==> images/cell_classes.png <==
Drawn at 3 px/um.
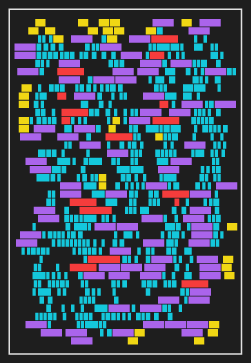
==> images/drive_strength.png <==
Drawn at 3 px/um.
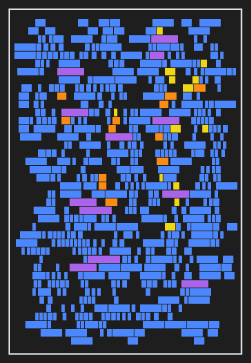
==> images/final_congestion.png <==
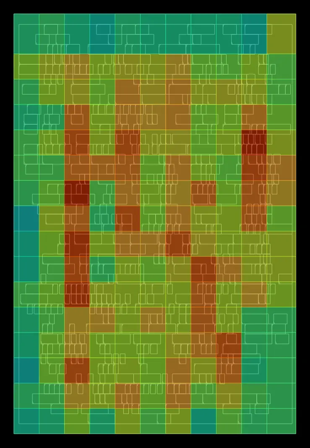
## config.mk

```make
export PLATFORM = sky130hd
export DESIGN_NAME = bcd_display_scanner_flat
export DESIGN_NICKNAME = d
export VERILOG_FILES = /design/src/rtl/bcd_display_scanner_if.sv /design/src/rtl/bcd_display_scanner.sv /design/src/flat_wrapper.sv
export SDC_FILE = /design/constraint.sdc
export NUM_CORES = 1
export LEC_CHECK = 0
export ABC_AREA = 1
export CAP_MARGIN = 20
export CORE_ASPECT_RATIO = 1.5
export CORE_UTILIZATION = 45
export CTS_CLUSTER_DIAMETER = 60
export DETAILED_ROUTE_END_ITERATION = 8
export HOLD_SLACK_MARGIN = 0.02
export MAX_ROUTING_LAYER = met4
export SLEW_MARGIN = 5
export SYNTH_ARGS = -nofsm -noshare
export SYNTH_HDL_FRONTEND = slang
export SYNTH_SLANG_ARGS = --single-unit
```

## constraint.sdc

```tcl
create_clock -name clk -period 3.3 [get_ports clk]
set_clock_uncertainty 0.15 [all_clocks]
set_input_delay 0.66 -clock clk [delete_from_list [all_inputs] [get_ports clk]]
set_output_delay 0.66 -clock clk [all_outputs]
set_load 0.01 [all_outputs]
```

## src/rtl/bcd_display_scanner_if.sv

```systemverilog
// bcd_display_scanner_if: value handshake and digit-scan outputs of the BCD display scanner.
interface bcd_display_scanner_if #(
  parameter int DIGITS = 4,
  parameter int BIN_W = 14
);
  logic [BIN_W-1:0] bin_in;
  logic in_valid;
  logic in_ready;
  logic conv_done;
  logic ovf;
  logic [3:0] bcd_out;
  logic [DIGITS-1:0] dig_sel;
  modport master (output bin_in, in_valid, input in_ready, conv_done, ovf, bcd_out, dig_sel);
  modport slave (input bin_in, in_valid, output in_ready, conv_done, ovf, bcd_out, dig_sel);
endinterface

```

## src/rtl/bcd_display_scanner.sv

```systemverilog
// bcd_display_scanner: sequential double-dabble binary-to-BCD with time-multiplexed digit scan.
// Define LEADING_ZERO_BLANK_EN to blank leading zero digits.
module bcd_display_scanner #(
  parameter int DIGITS = 4,
  parameter int BIN_W = 14,
  parameter int SCAN_DIV = 50000
) (
  input logic clk,
  input logic rst,
  bcd_display_scanner_if.slave bus
);
  localparam int AW = 4 * DIGITS;
  localparam int CW = $clog2(BIN_W + 1);
  localparam int PW = $clog2(SCAN_DIV);
  localparam int IW = DIGITS > 1 ? $clog2(DIGITS) : 1;
  localparam int unsigned MAX_V = 10 ** DIGITS - 1;
  typedef enum logic [1:0] {IDLE, CONV, COMMIT} state_t;
  state_t state_q, state_d;
  logic [BIN_W-1:0] sh_q, sh_d;
  logic [AW-1:0] acc_q, acc_d, adj, dig_q, dig_d;
  logic [CW-1:0] cnt_q, cnt_d;
  logic [PW-1:0] presc_q, presc_d;
  logic [IW-1:0] idx_q, idx_d;
  logic [3:0] bcd_q, bcd_d;
  logic [DIGITS-1:0] sel_q, sel_d;
  logic ovf_q, ovf_d, ovfn_q, ovfn_d, done_q, done_d;
`ifdef LEADING_ZERO_BLANK_EN
  logic [DIGITS-1:0] blank;
  logic nz;
`endif
  assign bus.in_ready = state_q == IDLE;
  assign bus.conv_done = done_q;
  assign bus.ovf = ovf_q;
  assign bus.bcd_out = bcd_q;
  assign bus.dig_sel = sel_q;
  always_comb begin
    adj = acc_q;
    for (int i = 0; i < DIGITS; i++)
      adj[4*i +: 4] = acc_q[4*i +: 4] >= 4'd5 ? acc_q[4*i +: 4] + 4'd3 : acc_q[4*i +: 4];
    state_d = state_q;
    sh_d = sh_q;
    acc_d = acc_q;
    cnt_d = cnt_q;
    dig_d = dig_q;
    ovf_d = ovf_q;
    ovfn_d = ovfn_q;
    done_d = 1'b0;
    if (state_q == IDLE && bus.in_valid) begin
      state_d = CONV;
      sh_d = bus.bin_in;
      acc_d = '0;
      cnt_d = '0;
      ovfn_d = 32'(bus.bin_in) > MAX_V;
    end else if (state_q == CONV) begin
      {acc_d, sh_d} = {adj, sh_q} << 1;
      cnt_d = cnt_q + 1'b1;
      state_d = cnt_q == CW'(BIN_W - 1) ? COMMIT : CONV;
    end else if (state_q == COMMIT) begin
      dig_d = ovfn_q ? {DIGITS{4'h9}} : acc_q;
      ovf_d = ovfn_q;
      done_d = 1'b1;
      state_d = IDLE;
    end
    // Scan reads only the committed register, so a conversion never tears the display.
    presc_d = presc_q == PW'(SCAN_DIV - 1) ? '0 : presc_q + 1'b1;
    idx_d = presc_q != PW'(SCAN_DIV - 1) ? idx_q : idx_q == IW'(DIGITS - 1) ? '0 : idx_q + 1'b1;
`ifdef LEADING_ZERO_BLANK_EN
    nz = 1'b0;
    blank = '0;
    for (int i = DIGITS - 1; i > 0; i--) begin
      nz = nz | (dig_q[4*i +: 4] != 4'h0);
      blank[i] = ~nz;
    end
    bcd_d = blank[idx_q] ? 4'hF : dig_q[4*idx_q +: 4];
    sel_d = blank[idx_q] ? '0 : DIGITS'(1) << idx_q;
`else
    bcd_d = dig_q[4*idx_q +: 4];
    sel_d = DIGITS'(1) << idx_q;
`endif
  end
  always_ff @(posedge clk) begin
    if (rst) begin
      state_q <= IDLE;
      sh_q <= '0;
      acc_q <= '0;
      cnt_q <= '0;
      dig_q <= '0;
      ovf_q <= 1'b0;
      ovfn_q <= 1'b0;
      done_q <= 1'b0;
      presc_q <= '0;
      idx_q <= '0;
      bcd_q <= 4'h0;
      sel_q <= DIGITS'(1);
    end else begin
      state_q <= state_d;
      sh_q <= sh_d;
      acc_q <= acc_d;
      cnt_q <= cnt_d;
      dig_q <= dig_d;
      ovf_q <= ovf_d;
      ovfn_q <= ovfn_d;
      done_q <= done_d;
      presc_q <= presc_d;
      idx_q <= idx_d;
      bcd_q <= bcd_d;
      sel_q <= sel_d;
    end
  end
endmodule
```

## src/flat_wrapper.sv

```systemverilog
// flat-port wrapper written by rule: the top's interface ports become plain ports
module bcd_display_scanner_flat 
#(
  parameter int DIGITS = 4,
  parameter int BIN_W = 14,
  parameter int SCAN_DIV = 50000
)
  (clk, rst, bus_bin_in, bus_in_valid, bus_in_ready, bus_conv_done, bus_ovf, bus_bcd_out, bus_dig_sel);
  bcd_display_scanner_if #(.DIGITS(DIGITS), .BIN_W(BIN_W)) bus_i ();
  input logic clk;
  input logic rst;
  input wire logic [$bits(bus_i.bin_in)-1:0] bus_bin_in;
  input wire logic [$bits(bus_i.in_valid)-1:0] bus_in_valid;
  output wire logic [$bits(bus_i.in_ready)-1:0] bus_in_ready;
  output wire logic [$bits(bus_i.conv_done)-1:0] bus_conv_done;
  output wire logic [$bits(bus_i.ovf)-1:0] bus_ovf;
  output wire logic [$bits(bus_i.bcd_out)-1:0] bus_bcd_out;
  output wire logic [$bits(bus_i.dig_sel)-1:0] bus_dig_sel;
  assign bus_i.bin_in = bus_bin_in;
  assign bus_i.in_valid = bus_in_valid;
  assign bus_in_ready = bus_i.in_ready;
  assign bus_conv_done = bus_i.conv_done;
  assign bus_ovf = bus_i.ovf;
  assign bus_bcd_out = bus_i.bcd_out;
  assign bus_dig_sel = bus_i.dig_sel;
  bcd_display_scanner #(.DIGITS(DIGITS), .BIN_W(BIN_W), .SCAN_DIV(SCAN_DIV)) u_core (.clk(clk), .rst(rst), .bus(bus_i));
endmodule
```

==> results.json <==
{
  "status": "finished clean",
  "wirelength_um": 8040,
  "place.gp.congestion": 0.813,
  "ys_area_sq_um": 3790,
  "ys_cells": 531,
  "dp_hpwl_um": 5810,
  "adder_share": 0.0528,
  "fmax_ghz": 0.432,
  "total_power_uw": 2290,
  "wl_met1_um": 3620,
  "syn_avg_cell_area_sq_um": 7.14,
  "simple_gate_share": 0.287,
  "setup.worst_path.end_class": "output pin",
  "diodes": 0,
  "rsz0062_at_grt": "no",
  "critical_path.cell_chain": "inv_1 -> ha_1 -> clkdlybuf4s50_1",
  "tns_ps": 0,
  "highest_layer": "met4",
  "setup.worst_path.start_class": "flop",
  "syn_inst": 531,
  "io_buffers": 27,
  "syn_nets": 564,
  "synthAoiAreaFrac": 0.131,
  "top_logic_kind": "simple AND/OR/NAND/NOR gates",
  "final_layout_size_suffix_gt1_frac": 0.0661,
  "cts_buffers": 9,
  "post_cts_buffers": 0,
  "root_buffer": "clkbuf_16",
  "cp_slowest_cell": "clkdlybuf4s50_1",
  "path_clk_slew_ps": 60,
  "firstDrtPassIters": 5,
  "r2r-start": "u_core.state_q[0]",
  "crit_family": "buffers and inverters",
  "drc_errors": 0,
  "grt.overflow.total": 0,
  "finalCritPeriodShare": 0.701,
  "worst_pin_slew_ps": 683,
  "synth-main-ff-cell": "dfxtp_1",
  "path_class": "reg2out",
  "maxCapViolations": 0,
  "slew_violations": 0,
  "final_cell_mix": "nand2_1 (139), dfxtp_1 (81), inv_1 (61)",
  "required_ps": 2490,
  "chip_area_sq_um": 8800,
  "synth-edff-count": 0,
  "h-tree-depth": 3,
  "dp_cells": 649,
  "grt_pass1_vias": 3032,
  "hold_start": "u_core.sh_q[8]",
  "ys.flops": 81,
  "grt_start_max_net_pins": 29,
  "num-nets-final": 588,
  "ir_drop_uv": 329,
  "hold_path.class": "reg2reg",
  "die_h_um": 114,
  "hold_ws_ps": 310,
  "drt_iter0_markers": 191,
  "synth_area_sq_um": 3790,
  "post_cts_resized": 0,
  "min_period_ps": 2310,
  "cellLeakagePower_uw": 0.00175,
  "postCtsHoldBufs": 0,
  "die_w_um": 76.9,
  "synthArstFlopShare": 0,
  "setup_viol": 0,
  "ant_nets": 0,
  "wl_met2_um": 4080,
  "xor_share": 0.0139,
  "synth_seq_share": 0.428,
  "warning_count": 34,
  "route.met3.wl_um": 187,
  "finalNonFillerCells": 665,
  "vias_per_cell": 4.99,
  "grt_antenna_before_repair": 0,
  "io_pins": 28,
  "fp_util": 0.467,
  "cts_tree": "built",
  "finalHoldViolations": 0,
  "grt.total_usage": 0.201,
  "layout.cells.most_common": "nand2_1",
  "grt_pass1_wl_um": 13600,
  "power_density_nw_per_um2": 514,
  "cts_buffer_depth": 2,
  "startpoint": "u_core.state_q[0]",
  "mux_share": 0,
  "cts.sinks": 81,
  "cp_num_buf_inv": 2,
  "max_stage_delay_ps": 550,
  "crit_path_max_fanout": 3,
  "slew_headroom": 0.541,
  "yosysUniqueCellTypes": 32,
  "ys_warn_count": 0,
  "worstPathArrival_ps": 1500,
  "clk_latency_ps": 340,
  "via_count": 3317
}
About cell_classes.png:
class	color	cells	share of their area
clock drivers and dummy loads	red	16	7.6%
other buffers and delay cells	yellow	32	7.1%
flip-flops	purple	81	37%
all other logic	cyan	431	48%
fraction of area in registers: 0.363
CORE AREA: 8110 sq um
fin area: 4460 sq um
row cnt: 40

About drive_strength.png:
size	color	cells	share
drive 3 to 4	orange	12	2.1%
drive 2	yellow	13	2.3%
drive 6 and up	purple	12	2.1%
drive 1 or less	blue	523	93%
worst setup margin: 987 ps
Area Growth Syn to Fin: 17.8%
Signal buffers: 32

About final_congestion.png:
Final Util: 0.550
GRT busiest layer: met2
GR Util met1: 0.227
met3 GRT Util: 0.0335
drt wl/cell: 12.1 um

## final cells by class
cell class,instances,area (sq um)
fill,811,3640
multi-input combinational,368,1840
sequential,81,1620
timing repair buffer,32,308
clock buffer,10,239
inverter,63,236
tap,105,131
clock inverter,6,91.3
## worst register-to-register path: cells and delay by family, from the launching register on
family,cells,cell delay (ps)
AND/OR/NAND/NOR,3,640
buffers and inverters,2,410
flip-flops,1,360
adder cells (fa/ha/maj),1,240
AND-OR/OR-AND,1,120
## per-stage QoR
step	worst slack, ps	instance area [sq um]
6_report	987	4460
5_1_grt	923	4460
4_1_cts	971	4460
3_5_place_dp	876	4130
3_3_place_gp	915	4130
2_1_floorplan	1700	3790
## power by group
group	internal, uW	switching, uW
combinational	71.6	112
clock	685	388
sequential	1010	25.7
## path summary, 6_finish.rpt
| check | end | slack (ps) | cells after the start |
|---|---|---|---|
| setup / recovery | bus_in_ready | 990 | 3 |
| hold / removal | u_core.sh_q[9] | 310 | 2 |
| setup reg to reg | u_core.sh_q[12] | 1310 | 7 |
| hold reg to reg | u_core.sh_q[9] | 310 | 2 |
## synth_stat cells, drive strengths merged (5+ instances only)
library cell,n,area share
dfxtp,81,0.43
nand2,141,0.14
nor2,58,0.065
inv,63,0.062
clkbuf,6,0.0059
a21oi,59,0.078
ha,16,0.053
nand3,37,0.052
buf,13,0.019
nor3,7,0.012
o21ai,25,0.033
nand4,5,0.0083
## sequential cells by signal (all words and copies together) (netlist names), 2 cells and up
name                flops
u_core.presc_q         16
u_core.bus.bcd_out      4
u_core.state_q          2
u_core.bus.dig_sel      4
u_core.cnt_q            4
u_core.sh_q            14
u_core.dig_q           16
u_core.acc_q           16
u_core.idx_q            2
## metal layers
layer / track usage / vias up
li1: - / 1745
met1: 0.227 / 1522
met2: 0.344 / 38
met3: 0.0335 / 12
met4: 0.0949 / 0
met5: - / -
## logic make-up (layout without fill, tap and decap cells)
logic type               after synthesis  count (layout)
AND-OR/OR-AND                         94              94
XOR/XNOR                               6               6
adder cells (fa/ha/maj)               16              16
buffers and inverters                 82             111
flip-flops                            81              81
AND/OR/NAND/NOR                      252             252
Power and IR drop assume default switching activity.
